<file path="config.mk">
export PLATFORM = sky130hd
export DESIGN_NAME = control_sequencer
export DESIGN_NICKNAME = d
export VERILOG_FILES = /design/src/rtl/ctrl_pkg.sv /design/src/rtl/ctrl_decode.sv /design/src/rtl/control_sequencer.sv
export SDC_FILE = /design/constraint.sdc
export NUM_CORES = 1
export LEC_CHECK = 0
export CAP_MARGIN = 20
export CORE_UTILIZATION = 50
export DETAILED_ROUTE_END_ITERATION = 16
export DONT_BUFFER_PORTS = 1
export SYNTH_ARGS = -nofsm -noshare
export SYNTH_HDL_FRONTEND = slang
export SYNTH_SLANG_ARGS = --single-unit
</file>
<file path="constraint.sdc">
create_clock -name clk -period 3.2 [get_ports clk]
set_input_delay 0.48 -clock clk [delete_from_list [all_inputs] [get_ports clk]]
set_output_delay 0.48 -clock clk [all_outputs]
set_load 0.1 [all_outputs]
</file>
<file path="src/rtl/ctrl_pkg.sv">
// Shared types and constants for the multi-cycle control sequencer.
// Optional perf counters in the top are enabled with CTRL_PERF_CNT_EN.
package ctrl_pkg;

    typedef enum logic [2:0] {
        FETCH  = 3'd0,
        DECODE = 3'd1,
        EXEC   = 3'd2,
        MEM    = 3'd3,
        WB     = 3'd4,
        HALT   = 3'd5
    } state_t;

    typedef enum logic [1:0] {
        T_ALU = 2'b00,
        T_BR  = 2'b01,
        T_IMM = 2'b10,
        T_MEM = 2'b11
    } instr_type_t;

    localparam int unsigned OP_ADD = 0;
    localparam int unsigned OP_CMP = 1;

endpackage

</file>
<file path="src/rtl/ctrl_decode.sv">
// Pure combinational field extraction from the latched instruction register.
module ctrl_decode
    import ctrl_pkg::*;
#(
    parameter int INSTR_W  = 9,
    parameter int ALU_OP_W = 3
) (
    input  logic [INSTR_W-1:0]  ir,
    output instr_type_t         itype,
    output logic                rw,
    output logic [ALU_OP_W-1:0] op,
    output logic                is_halt
);

    assign itype   = instr_type_t'(ir[INSTR_W-1 -: 2]);
    assign rw      = ir[INSTR_W-3];
    assign op      = ir[INSTR_W-3 -: ALU_OP_W];
    // The all-ones word doubles as HALT regardless of its type field.
    assign is_halt = &ir;

endmodule

</file>
<file path="src/rtl/control_sequencer.sv">
// Multi-cycle FETCH/DECODE/EXEC/MEM/WB control unit with registered datapath controls.
// Define CTRL_PERF_CNT_EN to add retired_cnt / stall_cnt performance counters.
module control_sequencer
    import ctrl_pkg::*;
#(
    parameter int INSTR_W     = 9,
    parameter int ALU_OP_W    = 3,
    parameter int MEM_TIMEOUT = 15
) (
    input  logic                clk,
    input  logic                reset,
    input  logic                instr_valid,
    input  logic [INSTR_W-1:0]  instr,
    output logic                instr_ready,
    input  logic                branch_taken,
    input  logic                mem_ack,
    output logic                pc_en,
    output logic                pc_load,
    output logic                branch,
    output logic [ALU_OP_W-1:0] alu_op,
    output logic                write_reg,
    output logic                mem_to_reg,
    output logic                mem_read,
    output logic                mem_write,
    output logic                use_immediate,
    output logic                busy,
    output logic                done,
    output logic                error
`ifdef CTRL_PERF_CNT_EN
    ,
    output logic [31:0]         retired_cnt,
    output logic [31:0]         stall_cnt
`endif
);

    localparam int CNT_W = $clog2(MEM_TIMEOUT + 1);

    state_t               state_r, next_s;
    logic [INSTR_W-1:0]   ir_r, ir_next_s;
    logic [CNT_W-1:0]     cnt_r, cnt_next_s;

    instr_type_t          dec_type_s;
    logic                 dec_rw_s;
    logic [ALU_OP_W-1:0]  dec_op_s;
    logic                 dec_halt_s;

    logic                 pc_en_s, pc_load_s, done_set_s, err_set_s;
    logic                 branch_d_s, use_imm_d_s, write_reg_d_s;
    logic                 mem_read_d_s, mem_write_d_s, mem_to_reg_d_s, busy_d_s;
    logic [ALU_OP_W-1:0]  alu_op_d_s;

    logic                 instr_ready_r, pc_en_r, pc_load_r, branch_r, write_reg_r;
    logic                 mem_to_reg_r, mem_read_r, mem_write_r, use_imm_r;
    logic                 busy_r, done_r, error_r;
    logic [ALU_OP_W-1:0]  alu_op_r;

    ctrl_decode #(
        .INSTR_W  (INSTR_W),
        .ALU_OP_W (ALU_OP_W)
    ) u_decode (
        .ir      (ir_r),
        .itype   (dec_type_s),
        .rw      (dec_rw_s),
        .op      (dec_op_s),
        .is_halt (dec_halt_s)
    );

    // Next-state, IR capture, MEM timeout counting and input-sampled pulse events.
    always_comb begin
        next_s     = state_r;
        ir_next_s  = ir_r;
        cnt_next_s = {CNT_W{1'b0}};
        pc_en_s    = 1'b0;
        pc_load_s  = 1'b0;
        done_set_s = 1'b0;
        err_set_s  = 1'b0;
        case (state_r)
            FETCH: begin
                if (instr_valid) begin
                    ir_next_s = instr;
                    next_s    = DECODE;
                end else begin
                    next_s = FETCH;
                end
            end
            DECODE: begin
                if (dec_halt_s) begin
                    next_s     = HALT;
                    done_set_s = 1'b1;
                end else begin
                    next_s = EXEC;
                end
            end
            EXEC: begin
                case (dec_type_s)
                    T_ALU, T_IMM: next_s = WB;
                    T_BR: begin
                        pc_load_s = branch_taken;
                        pc_en_s   = !branch_taken;
                        next_s    = FETCH;
                    end
                    T_MEM:   next_s = MEM;
                    default: next_s = FETCH;
                endcase
            end
            MEM: begin
                if (mem_ack) begin
                    if (dec_rw_s) begin
                        pc_en_s = 1'b1;
                        next_s  = FETCH;
                    end else begin
                        next_s = WB;
                    end
                end else if (cnt_r == CNT_W'(MEM_TIMEOUT - 1)) begin
                    next_s    = HALT;
                    err_set_s = 1'b1;
                end else begin
                    cnt_next_s = cnt_r + CNT_W'(1);
                    next_s     = MEM;
                end
            end
            WB:      next_s = FETCH;
            HALT:    next_s = HALT;
            default: next_s = FETCH;
        endcase
    end

    // Datapath controls decoded from the state being entered, so they register in step with it.
    always_comb begin
        branch_d_s     = 1'b0;
        alu_op_d_s     = {ALU_OP_W{1'b0}};
        use_imm_d_s    = 1'b0;
        mem_read_d_s   = 1'b0;
        mem_write_d_s  = 1'b0;
        mem_to_reg_d_s = 1'b0;
        write_reg_d_s  = 1'b0;
        busy_d_s       = (next_s != FETCH) && (next_s != HALT);
        case (next_s)
            EXEC: begin
                case (dec_type_s)
                    T_ALU: alu_op_d_s = dec_op_s;
                    T_IMM: begin
                        alu_op_d_s  = ALU_OP_W'(OP_ADD);
                        use_imm_d_s = 1'b1;
                    end
                    T_BR: begin
                        alu_op_d_s = ALU_OP_W'(OP_CMP);
                        branch_d_s = 1'b1;
                    end
                    T_MEM:   alu_op_d_s = {ALU_OP_W{1'b0}};
                    default: alu_op_d_s = {ALU_OP_W{1'b0}};
                endcase
            end
            MEM: begin
                if (dec_rw_s) begin
                    mem_write_d_s = 1'b1;
                end else begin
                    mem_read_d_s   = 1'b1;
                    mem_to_reg_d_s = 1'b1;
                end
            end
            WB: begin
                write_reg_d_s = 1'b1;
                if ((dec_type_s == T_MEM) && !dec_rw_s) begin
                    mem_to_reg_d_s = 1'b1;
                end else begin
                    mem_to_reg_d_s = 1'b0;
                end
            end
            default: branch_d_s = 1'b0;
        endcase
    end

    // State, IR, timeout counter and all registered outputs.
    always_ff @(posedge clk) begin
        if (reset) begin
            state_r       <= FETCH;
            ir_r          <= {INSTR_W{1'b0}};
            cnt_r         <= {CNT_W{1'b0}};
            instr_ready_r <= 1'b1;
            pc_en_r       <= 1'b0;
            pc_load_r     <= 1'b0;
            branch_r      <= 1'b0;
            alu_op_r      <= {ALU_OP_W{1'b0}};
            write_reg_r   <= 1'b0;
            mem_to_reg_r  <= 1'b0;
            mem_read_r    <= 1'b0;
            mem_write_r   <= 1'b0;
            use_imm_r     <= 1'b0;
            busy_r        <= 1'b0;
            done_r        <= 1'b0;
            error_r       <= 1'b0;
        end else begin
            state_r       <= next_s;
            ir_r          <= ir_next_s;
            cnt_r         <= cnt_next_s;
            instr_ready_r <= (next_s == FETCH);
            pc_en_r       <= pc_en_s | (next_s == WB);
            pc_load_r     <= pc_load_s;
            branch_r      <= branch_d_s;
            alu_op_r      <= alu_op_d_s;
            write_reg_r   <= write_reg_d_s;
            mem_to_reg_r  <= mem_to_reg_d_s;
            mem_read_r    <= mem_read_d_s;
            mem_write_r   <= mem_write_d_s;
            use_imm_r     <= use_imm_d_s;
            busy_r        <= busy_d_s;
            done_r        <= done_r | done_set_s;
            error_r       <= error_r | err_set_s;
        end
    end

    assign instr_ready   = instr_ready_r;
    assign pc_en         = pc_en_r;
    assign pc_load       = pc_load_r;
    assign branch        = branch_r;
    assign alu_op        = alu_op_r;
    assign write_reg     = write_reg_r;
    assign mem_to_reg    = mem_to_reg_r;
    assign mem_read      = mem_read_r;
    assign mem_write     = mem_write_r;
    assign use_immediate = use_imm_r;
    assign busy          = busy_r;
    assign done          = done_r;
    assign error         = error_r;

`ifdef CTRL_PERF_CNT_EN
    logic        retire_s, stall_s;
    logic [31:0] retired_r, stall_r;

    // Retirement points: WB, branch EXEC, acknowledged store; stalls are un-acked MEM cycles.
    always_comb begin
        retire_s = (state_r == WB) ||
                   ((state_r == EXEC) && (dec_type_s == T_BR)) ||
                   ((state_r == MEM) && mem_ack && dec_rw_s);
        stall_s  = (state_r == MEM) && !mem_ack;
    end

    // Free-running wrap-around performance counters.
    always_ff @(posedge clk) begin
        if (reset) begin
            retired_r <= 32'd0;
            stall_r   <= 32'd0;
        end else begin
            retired_r <= retired_r + {31'd0, retire_s};
            stall_r   <= stall_r + {31'd0, stall_s};
        end
    end

    assign retired_cnt = retired_r;
    assign stall_cnt   = stall_r;
`endif

endmodule
</file>
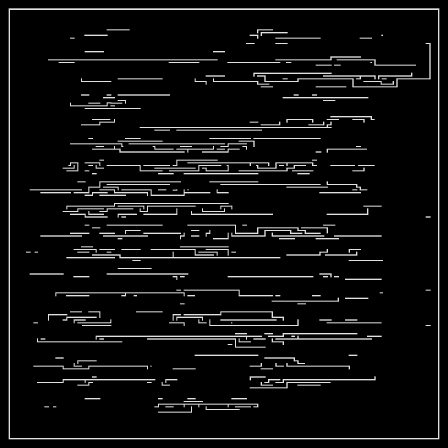
(the metal 1 layer)
main direction: horizontal
longest straight run: 23.9 um

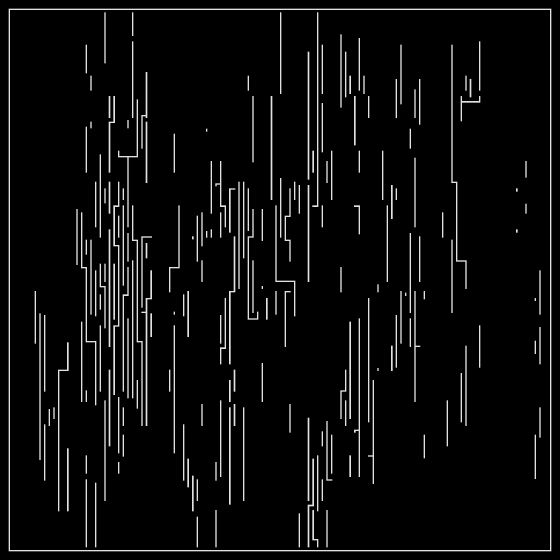
(the metal 2 layer)
share of all routed wire: 42%
wire length on this layer: 1020 um
met2 GRT Util: 28.6%
WL final: 2400 um
DR vias: 977

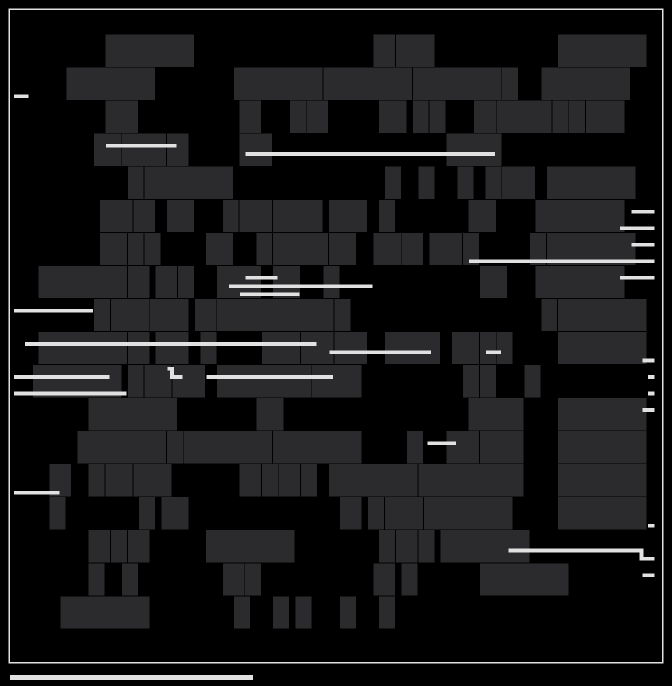
(signal wires on met3)
Scale bar: 20 um. Cells faint in the background.
share of all routed wire: 6.5%
longest straight run: 23.7 um
met3 GRT Util: 8.76%

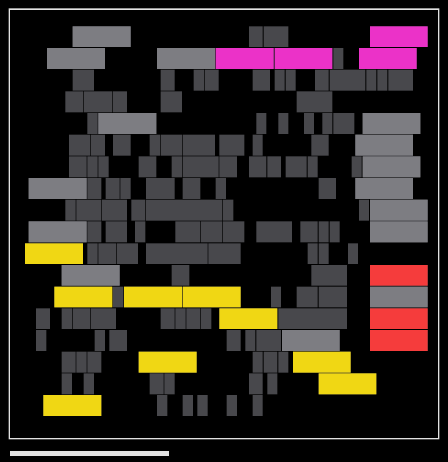
(sequential cells colored by netlist name)
Scale bar: 20 um. Other sequential cells in the stronger gray, the rest of the logic in the fainter gray.
legend:
  red:
    signal: `alu_op`
    flops: 3
  yellow:
    signal: `ir_r`
    flops: 9
  magenta:
    signal: `cnt_r`
    flops: 4
    where: upper right
not colored: 15
P_seq: 0.459 mW
FF+latch area: 621 sq um
Util after Layout: 55.2%
flop share of the area: 45.0%

==> Slide: Implementation Results <==
Implementation Results

Finish
  • Dominant logic cell type in the layout: dfxtp_1
  • Clock-cell share: 3.63%
  • Non-clock buffer count: 0
  • Fillers: 234
  • Number of logic gates: 104
  • Area Growth Syn to Fin: 3.28%
  • N_diodes: 0
  • Non-CTS inverters: 5
  • Comb gate area: 652 sq um

Drt
  • Routed len/inst: 13.5 um
  • Initial DRC Count: 21
  • Post-route ant nets: 0
  • DRT met1 WL: 1180 um
  • Via density per instance: 5.49

Worst setup path
  • Startpoint types: flop
  • R2R cell count: 4
  • Reg-to-reg slack, setup: 1500 ps

Pwr
  • Comb pwr share: 9.6%
  • Net Sw Frac: 29.1%
  • VDD IR max: 0.000339 V
  • Sequential share of power: 62.7%

Logic synthesis
  • Synth Cell Area: 1340 sq um
  • Post-Synth XOR/XNOR Area: 1.31%
  • Post-Syn Instances: 148
  • Dominant cell type by area after synthesis: dfxtp_1
  • Most frequent cell after synthesis: dfxtp_1
  • Flops out of synthesis: 31
  • Commonest cells in the netlist: dfxtp_1 (31), nand2_1 (25), nor2_1 (18)
  • Post-Synth AOI/OAI Area: 16.4%
  • Net Count, Synth: 164
  • Area leader share: 46.5%

GRT
  • Vias in the first global route: 923
  • Grt ovf: 0
  • Top Usage Layer GRT: met2

Placement
  • Placed instance area: 1330 sq um
  • DP Cell Count: 170
  • Dpl ws: 1520 ps

Timing
  • Final min period: 1770 ps
  • Setup_tns: 0 ps
  • Slew at the pin closest to its max-slew limit: 968 ps

Floorplanning
  • Die span in x: 53.7 um
  • Core footprint: 2500 sq um

CTS
  • Bufs on Longest Clock Path: 2
  • CTS tree: done

Outcome
  • Outcome: finished, final reports clean

Run
  • Tool warnings: 27
Power is estimated from default activity; no workload was simulated.
